==> run_1/hierarchy.png <==
(3 px per um)
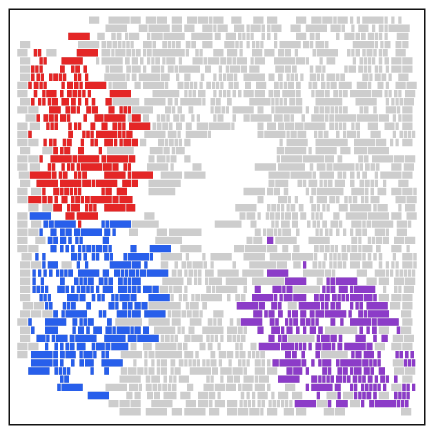
==> run_1/met2.png <==
(3 px per um)
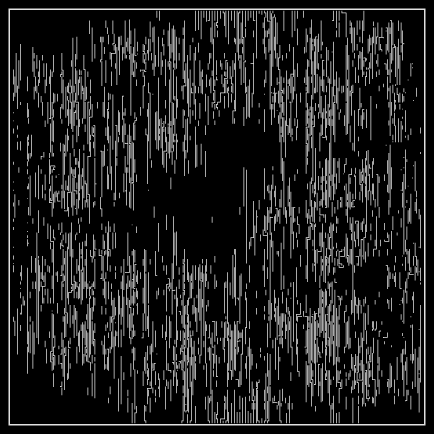
==> run_1/registers.png <==
(3 px per um)
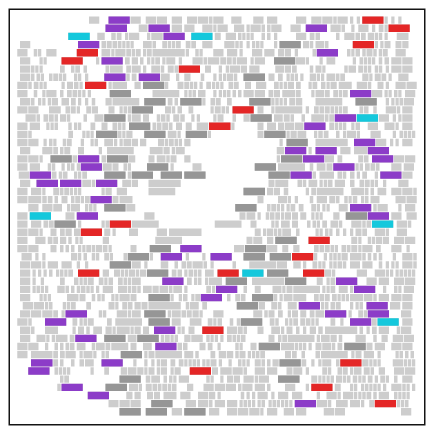
File: src/rtl/surf_link_pkg.sv
`default_nettype none
// +-----------------------------------------------------------------------+
// | surf_link_pkg : shared state encoding and flag decode for SURF links  |
// | Revision      : 1.0                                                   |
// +-----------------------------------------------------------------------+
package surf_link_pkg;

  typedef enum logic [2:0] {
    ST_BOOT       = 3'd0,
    ST_IDLE       = 3'd1,
    ST_TRAIN_IN   = 3'd2,
    ST_TRAIN_OUT  = 3'd3,
    ST_LIVE       = 3'd4,
    ST_MISALIGNED = 3'd5
  } surf_link_state_t;

  typedef struct packed {
    logic trainin_req;
    logic trainout_rdy;
    logic live;
    logic misaligned;
  } surf_link_flags_t;

  function automatic surf_link_flags_t surf_link_flags(input surf_link_state_t state);
    surf_link_flags_t f;
    f.trainin_req  = (state == ST_TRAIN_IN) || (state == ST_TRAIN_OUT);
    f.trainout_rdy = (state == ST_TRAIN_OUT);
    f.live         = (state == ST_LIVE);
    f.misaligned   = (state == ST_MISALIGNED);
    return f;
  endfunction

endpackage
`default_nettype wire

File: src/rtl/surf_link_chan.sv
`default_nettype none
// +-----------------------------------------------------------------------+
// | surf_link_chan : one SURF link FSM with run and loss counters         |
// | Revision       : 1.0                                                  |
// +-----------------------------------------------------------------------+
module surf_link_chan
  import surf_link_pkg::*;
#(
  parameter int                    COUT_WIDTH     = 4,
  parameter int                    DOUT_WIDTH     = 8,
  parameter logic [DOUT_WIDTH-1:0] DOUT_TRAIN     = '0,
  parameter int                    LOSS_CYCLES    = 16,
  parameter int                    LOSS_CNT_WIDTH = 8
) (
  input  logic                      sys_clk_i,
  input  logic                      sys_rst_i,
  input  logic                      enable_i,
  input  logic [COUT_WIDTH-1:0]     cout_i,
  input  logic [DOUT_WIDTH-1:0]     dout_i,
  input  logic                      train_complete_i,
  input  logic                      misalign_clr_i,
  output logic                      trainin_req_o,
  output logic                      trainout_rdy_o,
  output logic                      surf_live_o,
  output logic                      surf_misaligned_o,
  output logic [2:0]                state_o,
  output logic [LOSS_CNT_WIDTH-1:0] loss_count_o,
  output logic                      live_change_o
);

  localparam int         RUN_W     = 8;
  localparam logic [7:0] LOSS_LAST = 8'(LOSS_CYCLES - 1);

  surf_link_state_t          state_q, state_d;
  logic [RUN_W-1:0]          run_q, run_d;
  logic [LOSS_CNT_WIDTH-1:0] loss_cnt_q, loss_cnt_d;
  logic                      live_prev_q, live_prev_d;
  logic                      live_change_q, live_change_d;

  logic             cout_ones;
  logic             dout_zero;
  logic             loss;
  logic             link_up;
  surf_link_flags_t flags;

  always_comb begin
    cout_ones = &cout_i;
    dout_zero = (dout_i == '0);
    loss      = cout_ones && (run_q == LOSS_LAST);
    link_up   = (state_q == ST_TRAIN_IN) || (state_q == ST_TRAIN_OUT) ||
                (state_q == ST_LIVE)     || (state_q == ST_MISALIGNED);

    state_d    = state_q;
    run_d      = run_q;
    loss_cnt_d = loss_cnt_q;

    if (!enable_i) begin
      state_d = ST_BOOT;
    end else begin
      case (state_q)
        ST_BOOT:       if (loss) state_d = ST_IDLE;
        ST_IDLE:       if (dout_zero) state_d = ST_TRAIN_IN;
        ST_TRAIN_IN: begin
          if (loss)            state_d = ST_IDLE;
          else if (!cout_ones) state_d = ST_TRAIN_OUT;
        end
        ST_TRAIN_OUT: begin
          if (loss) begin
            state_d = ST_IDLE;
          end else if (train_complete_i) begin
            if (dout_zero)                 state_d = ST_LIVE;
            else if (dout_i != DOUT_TRAIN) state_d = ST_MISALIGNED;
          end
        end
        ST_LIVE:       if (loss) state_d = ST_IDLE;
        ST_MISALIGNED: begin
          if (loss)                state_d = ST_IDLE;
          else if (misalign_clr_i) state_d = ST_IDLE;
        end
        default:       state_d = ST_BOOT;
      endcase

      if (loss && link_up && (loss_cnt_q != '1)) begin
        loss_cnt_d = loss_cnt_q + LOSS_CNT_WIDTH'(1);
      end

      // The all-ones run restarts on any break in COUT or any state change.
      if (!cout_ones || (state_d != state_q)) run_d = '0;
      else                                    run_d = run_q + RUN_W'(1);
    end

    live_prev_d   = (state_q == ST_LIVE);
    live_change_d = (state_q == ST_LIVE) ^ live_prev_q;
  end

  always_ff @(posedge sys_clk_i) begin
    if (sys_rst_i) begin
      state_q       <= ST_BOOT;
      run_q         <= '0;
      loss_cnt_q    <= '0;
      live_prev_q   <= 1'b0;
      live_change_q <= 1'b0;
    end else begin
      state_q       <= state_d;
      run_q         <= run_d;
      loss_cnt_q    <= loss_cnt_d;
      live_prev_q   <= live_prev_d;
      live_change_q <= live_change_d;
    end
  end

  always_comb begin
    flags             = surf_link_flags(state_q);
    trainin_req_o     = flags.trainin_req;
    trainout_rdy_o    = flags.trainout_rdy;
    surf_live_o       = flags.live;
    surf_misaligned_o = flags.misaligned;
    state_o           = state_q;
    loss_count_o      = loss_cnt_q;
    live_change_o     = live_change_q;
  end

endmodule
`default_nettype wire

File: src/rtl/surf_link_monitor.sv
`default_nettype none
// +-----------------------------------------------------------------------+
// | surf_link_monitor : per-SURF link boot/train/live tracking            |
// | Revision          : 1.0                                               |
// +-----------------------------------------------------------------------+
module surf_link_monitor
  import surf_link_pkg::*;
#(
  parameter int                    NUM_SURF       = 7,
  parameter int                    COUT_WIDTH     = 4,
  parameter int                    DOUT_WIDTH     = 8,
  parameter logic [DOUT_WIDTH-1:0] DOUT_TRAIN     = DOUT_WIDTH'(8'h6A),
  parameter int                    LOSS_CYCLES    = 16,
  parameter int                    LOSS_CNT_WIDTH = 8
) (
  input  logic                               sys_clk_i,
  input  logic                               sys_rst_i,
  input  logic [NUM_SURF-1:0]                enable_i,
  input  logic [NUM_SURF*COUT_WIDTH-1:0]     cout_i,
  input  logic [NUM_SURF*DOUT_WIDTH-1:0]     dout_i,
  input  logic [NUM_SURF-1:0]                train_complete_i,
  input  logic [NUM_SURF-1:0]                misalign_clr_i,
  output logic [NUM_SURF-1:0]                trainin_req_o,
  output logic [NUM_SURF-1:0]                trainout_rdy_o,
  output logic [NUM_SURF-1:0]                surf_live_o,
  output logic [NUM_SURF-1:0]                surf_misaligned_o,
  output logic [NUM_SURF*3-1:0]              state_o,
  output logic [NUM_SURF*LOSS_CNT_WIDTH-1:0] loss_count_o,
  output logic [NUM_SURF-1:0]                live_change_o
);

  for (genvar i = 0; i < NUM_SURF; i++) begin : g_chan
    surf_link_chan #(
      .COUT_WIDTH     (COUT_WIDTH),
      .DOUT_WIDTH     (DOUT_WIDTH),
      .DOUT_TRAIN     (DOUT_TRAIN),
      .LOSS_CYCLES    (LOSS_CYCLES),
      .LOSS_CNT_WIDTH (LOSS_CNT_WIDTH)
    ) u_chan (
      .sys_clk_i         (sys_clk_i),
      .sys_rst_i         (sys_rst_i),
      .enable_i          (enable_i[i]),
      .cout_i            (cout_i[COUT_WIDTH*i +: COUT_WIDTH]),
      .dout_i            (dout_i[DOUT_WIDTH*i +: DOUT_WIDTH]),
      .train_complete_i  (train_complete_i[i]),
      .misalign_clr_i    (misalign_clr_i[i]),
      .trainin_req_o     (trainin_req_o[i]),
      .trainout_rdy_o    (trainout_rdy_o[i]),
      .surf_live_o       (surf_live_o[i]),
      .surf_misaligned_o (surf_misaligned_o[i]),
      .state_o           (state_o[3*i +: 3]),
      .loss_count_o      (loss_count_o[LOSS_CNT_WIDTH*i +: LOSS_CNT_WIDTH]),
      .live_change_o     (live_change_o[i])
    );
  end

endmodule
`default_nettype wire
File: config.mk
export PLATFORM = sky130hd
export DESIGN_NAME = surf_link_monitor
export DESIGN_NICKNAME = d
export VERILOG_FILES = /design/src/rtl/surf_link_pkg.sv /design/src/rtl/surf_link_chan.sv /design/src/rtl/surf_link_monitor.sv
export SDC_FILE = /design/constraint.sdc
export NUM_CORES = 1
export LEC_CHECK = 0
export ABC_AREA = 1
export CORE_MARGIN = 2
export CORE_UTILIZATION = 52
export DETAILED_ROUTE_END_ITERATION = 6
export MAX_ROUTING_LAYER = met4
export PLACE_DENSITY = 0.83
export RECOVER_POWER = 100
export SKIP_LAST_GASP = 1
export SLEW_MARGIN = 10
export SYNTH_ARGS = -nofsm -noshare
export SYNTH_HDL_FRONTEND = slang
export SYNTH_HIERARCHICAL = 1
export SYNTH_SLANG_ARGS = --single-unit
File: constraint.sdc
create_clock -name sys_clk_i -period 4.08 [get_ports sys_clk_i]
set_clock_uncertainty 0.05 [all_clocks]
set_input_delay 0.816 -clock sys_clk_i [delete_from_list [all_inputs] [get_ports sys_clk_i]]
set_output_delay 0.816 -clock sys_clk_i [all_outputs]
set_load 0.05 [all_outputs]
==> results.sh, run 1 <==
# flow metrics
export IMPL_outcome="complete, but fails checks"
export IMPL_violations="capacitance limit, slew limit"
export IMPL_topCellsByArea="dfxtp_1 (32%), nand2_1 (12%), inv_1 (7.6%)"
export IMPL_peakVddDrop_mv=0.3280
export IMPL_boundaryPins=219
export IMPL_clk_pin_slew_worst_paths_ns=0.06
export IMPL_yosysCellCount=1383
export IMPL_grt_pass1_vias=8763
export IMPL_die_area_um2=19050
export IMPL_grt_max_degree=33
export IMPL_die_y_um=138.0
export IMPL_fmax_mhz=323.7
export IMPL_maxCapViolations=1
export IMPL_rsz0062_at_grt="no"
export IMPL_fill_cells=1533
export IMPL_syn_area_um2=9339
export IMPL_wl_met3_mm=1.230
export IMPL_criticalPathCategory="flip-flop to primary output"
export IMPL_num_antenna_cells=0
export IMPL_postSynthAreaPerCell_um2=6.753
export IMPL_final_area_um2=12250
export IMPL_cp_endpoint="surf_live_o[6]"
export IMPL_grt_util_met3=0.05057
export IMPL_grt_overflow=0
export IMPL_holdPathEnd="g_chan[5].u_chan/live_change_o"
export IMPL_clk_latency_ns=0.41
export IMPL_fp_util=0.5253
export IMPL_vias=9222
export IMPL_drv_slew=33
export IMPL_hold_viol=0
export IMPL_antenna_found_initial=0
export IMPL_synth_top_area_share=0.3151
export IMPL_grt_pass1_wl_mm=38.53
export IMPL_crit_start="g_chan[6].u_chan/state_o[2]"
export IMPL_hp_start="g_chan[5].u_chan/live_prev_q"
export IMPL_area_growth_pct=31.16
Notes on hierarchy.png above:
Key: purple = g_chan[2].u_chan [cells 198, where lower right]; blue = g_chan[5].u_chan [cells 204]; red = g_chan[6].u_chan [cells 181]

Notes on met2.png above:
1429 nets have wire on it. The wires run mostly vertical. The longest straight run is 35.0 um. The layer holds 47% of the routed length. The layer carries 10400 um of wire.

Notes on registers.png above:
Key: cyan = g_chan.u_chan/live_change_o [sequential cells 7, where all over the die]; purple = g_chan.u_chan/loss_count_o [sequential cells 56, where all over the die]; red = g_chan.u_chan/state_o [sequential cells 21, where all over the die]
Another 63 sequential cells are not colored.

-- run 1: critical path: stages (launching register included) --
cell	delay, ns
dfxtp_1	0.37
inv_1	0.12
nor2_1	0.16
inv_1	0.09
nor2_1	0.16
dlygate4sd3_1	0.91
-- run 1: logic make-up after synthesis --
logic type / Yosys count / share of synthesized area
simple gates: 811 / 0.4348
buf+inv: 228 / 0.09914
flops: 147 / 0.3151
compound gates: 117 / 0.07020
xor+xnor: 65 / 0.06096
fa+ha+maj: 14 / 0.01876
mux: 1 / 0.001072
-- run 1: synthesized netlist by cell type --
master / number
xnor2_1: 16
nand3_2: 14
a21oi_1: 50
a41oi_1: 6
or2_2: 5
nand2_1: 288
a31oi_1: 1
nand3_1: 68
xor2_1: 49
nor3b_1: 1
nand4_1: 35
clkbuf_8: 5
o21bai_2: 1
inv_1: 188
mux2i_1: 1
nand4_2: 1
a21boi_1: 1
buf_6: 2
nor2_1: 172
nor3_2: 8
dfxtp_1: 147
inv_2: 31
nand2_4: 7
o21ai_2: 6
ha_1: 14
o21a_1: 6
nand2_2: 34
nor3_1: 49
clkinv_2: 1
nand3b_2: 1
nor3b_2: 5
buf_4: 1
nor2_8: 2
o21ai_1: 8
nor2_4: 17
nor3_4: 1
o21ai_0: 38
nor2_2: 103
-- run 1: power breakdown --
group / internal [uW] / switching (uW) / total [uW]
clock: 1240 / 608 / 1850
combinational: 122 / 108 / 230
sequential: 1440 / 5.91 / 1450
-- run 1: area by class of cell --
class / count / share of cell area
clock buffer: 19 / 0.03698
clock inverter: 12 / 0.02053
inverter: 220 / 0.06752
multi-input combinational: 1008 / 0.4331
sequential: 147 / 0.2402
tap: 229 / 0.02339
timing repair buffer: 220 / 0.1782
==> run 2, diff against run 1 <==
- CORE_UTILIZATION: 52 -> 46
- PLACE_DENSITY: 0.83 -> 0.78
- clock period: 4.08 -> 2.5 ns (I/O delays scaled with it)
==> run_2/hierarchy.png <==
(2 px per um)
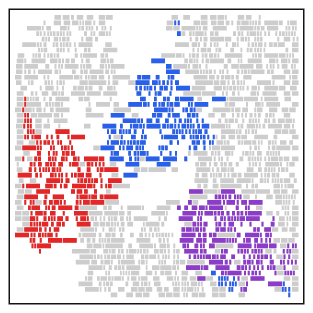
Key: red = g_chan[5].u_chan [cells 205]; blue = g_chan[3].u_chan [cells 200, where center]; purple = g_chan[2].u_chan [cells 199, where lower right]
Another 1033 cells are not colored.

==> run_2/final_congestion.png <==
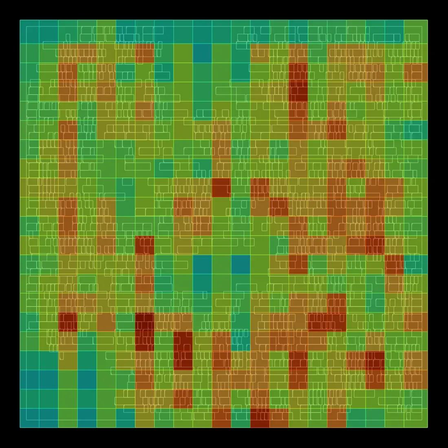
Wirelength per Cell: 11.68 um
overall routing resource usage: 0.2163

==> run 2 against run 1 <==
The run still ends with capacitance limit, slew limit left; first-iteration DRC count is 24% higher; final cell count is 2.8% higher; critical endpoint is now state_o[7]; combinational power is about 70% higher; count of clock-buffer cells in the layout is 2 lower; die size is 13% higher; sequential power is 63% higher; via count is 0.40% lower; highest routed layer unchanged; global-route usage is 2.4 points lower; synthesized cell count stayed put; non-clock buffer count is 10 higher; area after synthesis stayed put; total power is 48% higher.
==> results.sh, run 2 <==
# flow metrics
export IMPL_outcome="complete, but fails checks"
export IMPL_violations="capacitance limit, slew limit"
export IMPL_common_cells="nand2_1 (288), inv_1 (188), nor2_1 (172), dfxtp_1 (147), nor2_2 (103)"
export IMPL_synth_top_area_share=0.3151
export IMPL_syn_area_um2=9339
export IMPL_antenna_found_initial=0
export IMPL_die_y_um=146.5
export IMPL_topCellsByArea="dfxtp_1 (32%), nand2_1 (12%), inv_1 (7.6%)"
export IMPL_postSynthAreaPerCell_um2=6.753
export IMPL_die_area_um2=21460
export IMPL_ys_area_um2=9339
export IMPL_grt_pass1_vias=8621
export IMPL_fmax_mhz=416.6
export IMPL_crit_path_max_incr_delay_ns=0.93
export IMPL_fp_util=0.4645
export IMPL_yosysCellCount=1383
export IMPL_area_growth_pct=30.13
export IMPL_slowest_stage="dlygate4sd3_1"
export IMPL_grt_overflow=0
export IMPL_holdPathEnd="g_chan[5].u_chan/live_change_o"
export IMPL_fin_tns_setup_ns=0
export IMPL_grt_pass1_wl_mm=37.87
export IMPL_vias=9185
export IMPL_num_antenna_cells=0
export IMPL_rsz0062_at_grt="no"
export IMPL_clk_pin_slew_worst_paths_ns=0.06
export IMPL_grt_max_degree=30
export IMPL_crit_chain="dlygate4sd3_1"
export IMPL_criticalPathCategory="flip-flop to primary output"
export IMPL_hp_start="g_chan[5].u_chan/live_prev_q"
export IMPL_synth_top_cell_by_count="nand2_1"
export IMPL_async_flop_share=0
export IMPL_final_area_um2=12150
export IMPL_postRouteAntennaNets=0
export IMPL_drv_slew=30
export IMPL_ys_flop_type="dfxtp_1"
export IMPL_maxCapViolations=1
export IMPL_synth_edff_count=0
export IMPL_hold_viol=0
export IMPL_crit_family="buffers and inverters"
export IMPL_boundaryPins=219
export IMPL_r2r_start="g_chan[2].u_chan/run_q[0]"
==> run 2: final cells by class <==
cell class              count  area [um2]
multi-input cells        1008        5303
fillers                  1866        7951
well taps                 270       337.8
flip-flops and latches    147        2943
clock buffers              17       425.4
inverters                 220       827.0
repair buffers            230        2173
clock inverters            15       143.9
==> run 2: worst max path at each step <==
stage | startpoint | to | cells past startpoint
floorplan | g_chan[0].u_chan/state_o[1] | g_chan[0].u_chan/run_q[0] | 12
global placement | cout_i[24] | g_chan[6].u_chan/loss_count_o[7] | 10
detailed placement | cout_i[13] | g_chan[3].u_chan/loss_count_o[5] | 10
CTS | g_chan[5].u_chan/state_o[1] | trainin_req_o[5] | 3
global route | g_chan[4].u_chan/state_o[2] | surf_misaligned_o[4] | 5
finish | g_chan[2].u_chan/state_o[1] | state_o[7] | 1
==> run 2: cell families (layout without fill, tap and decap cells) <==
family / after synthesis / after routing / synth area share
fa+ha+maj: 14 / 14 / 0.01876
xor+xnor: 65 / 65 / 0.06096
buf+inv: 228 / 482 / 0.09914
mux: 1 / 1 / 0.001072
flops: 147 / 147 / 0.3151
simple gates: 811 / 811 / 0.4348
compound gates: 117 / 117 / 0.07020
==> run 2: power breakdown <==
group / internal, uW / leakage (uW) / switching, uW
clock: 1390 / 0.000274 / 1080
sequential: 2350 / 0.00119 / 9.41
combinational: 210 / 0.00380 / 180
==> run 2: timing repair <==
item	4_1_cts	5_1_grt
endpoints found under the hold margin	0	0
gates resized	14	1
endpoints found under the setup margin	14	1
==> run 2: per-layer routing <==
layer / wire length [um] / share of wire / GRT usage
met1: 10150 / 0.46 / 0.2567
met2: 10160 / 0.46 / 0.3604
met3: 1628 / 0.073 / 0.05906
met4: 348 / 0.016 / 0.06262
met5: 0 / 0 / -
No activity file was given, so power comes from the tool's default toggle rates.
